Figure 1. I/O nets highlighted.
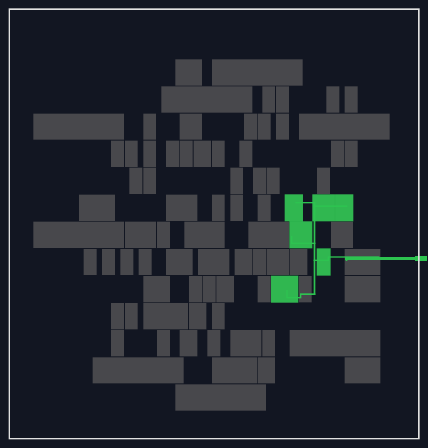
Figure 2. Placed cells, one colour a class.
Fill, decap, tap and diode cells in grey.
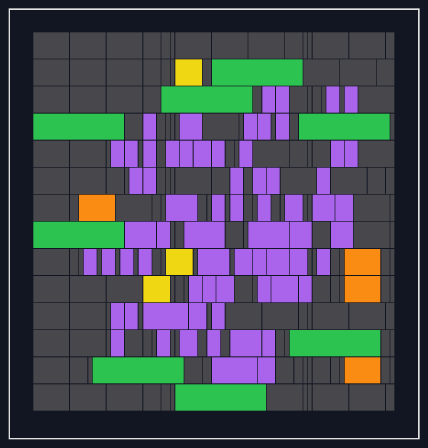
--- config.mk ---
export PLATFORM = sky130hd
export DESIGN_NAME = soc2_sysid_phase_timer
export DESIGN_NICKNAME = d
export VERILOG_FILES = /design/src/rtl/soc2_sysid_phase_timer.sv
export SDC_FILE = /design/constraint.sdc
export NUM_CORES = 1
export LEC_CHECK = 0
export ABC_AREA = 1
export CAP_MARGIN = 20
export CORE_AREA = 2 2 39 41
export DETAILED_ROUTE_END_ITERATION = 7
export DIE_AREA = 0 0 41 43
export GPL_ROUTABILITY_DRIVEN = 0
export PLACE_DENSITY = 0.57
export SLEW_MARGIN = 5
export SYNTH_ARGS = -nofsm -noshare
export SYNTH_HDL_FRONTEND = slang
export SYNTH_SLANG_ARGS = --single-unit
--- constraint.sdc ---
create_clock -name clk -period 2.17 [get_ports clk]
set_input_delay 0.217 -clock clk [delete_from_list [all_inputs] [get_ports clk]]
set_output_delay 0.217 -clock clk [all_outputs]
set_load 0.02 [all_outputs]
--- src/rtl/soc2_sysid_phase_timer.sv ---
// Per-read-phase watchdog: synchronous clear, counts while enabled, saturates.
// expired is high on the last permitted cycle of a phase of LIMIT cycles.
module soc2_sysid_phase_timer #(
   parameter int unsigned LIMIT = 255
) (
   input  logic clk,
   input  logic rst_n,
   input  logic clr,
   input  logic en,
   output logic expired
);

   localparam int unsigned CNT_W = $clog2(LIMIT + 1);
   localparam logic [CNT_W-1:0] CNT_LAST = CNT_W'(LIMIT - 1);
   localparam logic [CNT_W-1:0] CNT_MAX  = CNT_W'(LIMIT);

   logic [CNT_W-1:0] count_q;
   logic [CNT_W-1:0] count_d;

   always_comb begin
      count_d = count_q;
      if (clr) begin
         count_d = '0;
      end else if (en && (count_q != CNT_MAX)) begin
         count_d = count_q + CNT_W'(1);
      end
   end

   always_ff @(posedge clk or negedge rst_n) begin
      if (!rst_n) begin
         count_q <= '0;
      end else begin
         count_q <= count_d;
      end
   end

   // count_q equals the number of cycles already spent in the phase
   assign expired = en && (count_q >= CNT_LAST);

endmodule

==> results_tabular.tex <==
% Synthesis and place-and-route results
\begin{tabular}{lr}
\hline
Metric & Value \\
\hline
\multicolumn{2}{l}{\textbf{Run status}} \\
Result of the run & completed \\
\multicolumn{2}{l}{\textbf{Route}} \\
Amount of wire on met2 after detailed routing & 448 µm \\
Highest metal layer with signal wires & met4 \\
DRC Markers & 0 \\
Routed wire length & between 1 and 1.5 mm \\
Routed met1 length & 519 µm \\
\multicolumn{2}{l}{\textbf{Global route}} \\
Pin count of the biggest net entering global routing & 9 \\
Vias in the first global route & 387 \\
Antenna violations before repair & 0 \\
Peak-usage layer in the global routing report & met1 \\
Congestion Overflow GR & 0 \\
\multicolumn{2}{l}{\textbf{Final timing}} \\
Timing-limited maximum frequency & between 500 and 600 MHz \\
Clock period minus worst slack & 1.94 ns \\
Final hold violations & 0 \\
Unrepaired setup endpoints after global routing & no \\
Worst rel slew slack & 74.2\% \\
Final clock period utilization by the worst path & 89.3\% \\
\multicolumn{2}{l}{\textbf{Synth}} \\
Syn avg cell area & 7.09 µm² \\
Number of distinct standard cells referenced by the synthesized netlist & 18 \\
YS chip area & 532 µm² \\
Sequential cell area fraction in the yosys report & 37.6\% \\
\multicolumn{2}{l}{\textbf{Place}} \\
Dpl hpwl & between 800 and 900 µm \\
Instance count after placement with tap cells included & 95 \\
Minimum setup slack after placement & 0.336 ns \\
Cell area reported after detailed placement & 592 µm² \\
\multicolumn{2}{l}{\textbf{CTS}} \\
Post-CTS setup buffer count & 0 \\
Clock insertion delay at the later pin of the skew report & 0.26 ns \\
Clock slew seen by the registers of the worst setup and hold paths & about 0.060 ns \\
CTS root buffer & sky130\_fd\_sc\_hd\_\_clkbuf\_4 \\
Number of H-tree levels & 1 \\
\multicolumn{2}{l}{\textbf{Floorplanning}} \\
Die X & 41 µm \\
Core area & $\sim$0.0014 mm² \\
\multicolumn{2}{l}{\textbf{Pwr}} \\
Leakage & 0.000292 µW \\
\multicolumn{2}{l}{\textbf{Critical path}} \\
WP depth & 5 \\
Worst reg2reg path endpoint & count\_q[4] \\
Critical-path cell with the highest stage delay & sky130\_fd\_sc\_hd\_\_clkdlybuf4s50\_1 \\
Launch point of the critical path & count\_q[0] \\
Setup slack, reg-to-reg & 0.82 ns \\
Worst Path Class, Setup & reg2out \\
Crit-path cells & clkinv\_1 > ha\_1 > o211ai\_1 > nor2\_1 > clkdlybuf4s50\_1 \\
Worst Setup Start Kind & flip-flop \\
\multicolumn{2}{l}{\textbf{Hold path}} \\
Worst min-delay path category & in2async \\
\multicolumn{2}{l}{\textbf{Final layout}} \\
Max FFs per register & 8 \\
Share of post-route cells with drive strength above 1 & 12.2\% \\
Register cell area after layout & roughly 200 µm² \\
Finished Core Util & 44.4\% \\
Biggest regs & count\_q: 8 flops \\
Combinational gate area & approximately 300 µm² \\
\multicolumn{2}{l}{\textbf{Flow run}} \\
Tool warning count & 27 \\
\hline
\end{tabular}
-- Figure 1 (at the start) --
- green: en (bits 1; direction input; end cells 6; wire 34.7 µm)
total of buffers placed on input and output ports: 4
Boundary Pins: 5

-- Figure 2 (at the start) --
- yellow: clock drivers (cells 3; share of their area 3.8%)
- green: sequential cells (cells 8; share of their area 34%)
- orange: remaining buffers and delay cells (cells 4; share of their area 6.7%)
- purple: combinational and other logic (cells 67; share of their area 56%)

-- synth_stat cells --
library cell / number / area, µm²
sky130_fd_sc_hd__inv_2: 1 / 3.75
sky130_fd_sc_hd__nor2_2: 1 / 6.26
sky130_fd_sc_hd__inv_1: 6 / 22.5
sky130_fd_sc_hd__nand2_1: 25 / 93.8
sky130_fd_sc_hd__o21ai_1: 1 / 5.00
sky130_fd_sc_hd__o211ai_1: 1 / 7.51
sky130_fd_sc_hd__nand3_1: 7 / 35.0
sky130_fd_sc_hd__nor2_1: 11 / 41.3
sky130_fd_sc_hd__ha_1: 2 / 25.0
sky130_fd_sc_hd__clkinv_4: 1 / 8.76
sky130_fd_sc_hd__nand2_4: 1 / 11.3
sky130_fd_sc_hd__a21oi_1: 1 / 5.00
sky130_fd_sc_hd__nand4_1: 2 / 12.5
sky130_fd_sc_hd__xor2_1: 3 / 26.3
sky130_fd_sc_hd__dfrtp_1: 8 / 200
sky130_fd_sc_hd__nor2_4: 1 / 11.3
sky130_fd_sc_hd__nand2_2: 2 / 12.5
sky130_fd_sc_hd__clkinv_1: 1 / 3.75
-- cell type report --
class	instances	share of cell area, %
Clock buffer	3	3.67
Inverter	9	6.31
Multi-Input combinational cell	58	47.7
Sequential cell	8	32.6
Tap cell	16	3.26
Timing Repair Buffer	4	6.52
-- logic make-up (layout without fill, tap and decap cells) --
kind of cell,Yosys count,count (layout),synth area share [%]
buffers and inverters,9,16,7.29
flip-flops,8,8,37.6
AND/OR/NAND/NOR,50,50,42.1
AND-OR/OR-AND,3,3,3.29
XOR/XNOR,3,3,4.94
adder cells (fa/ha/maj),2,2,4.71
-- where the power goes --
group	total [µW]	internal (µW)	switching [µW]
sequential	160	154	6.04
combinational	33.2	13.0	20.2
clock	121	63.7	57.0
Power and IR drop assume default switching activity.
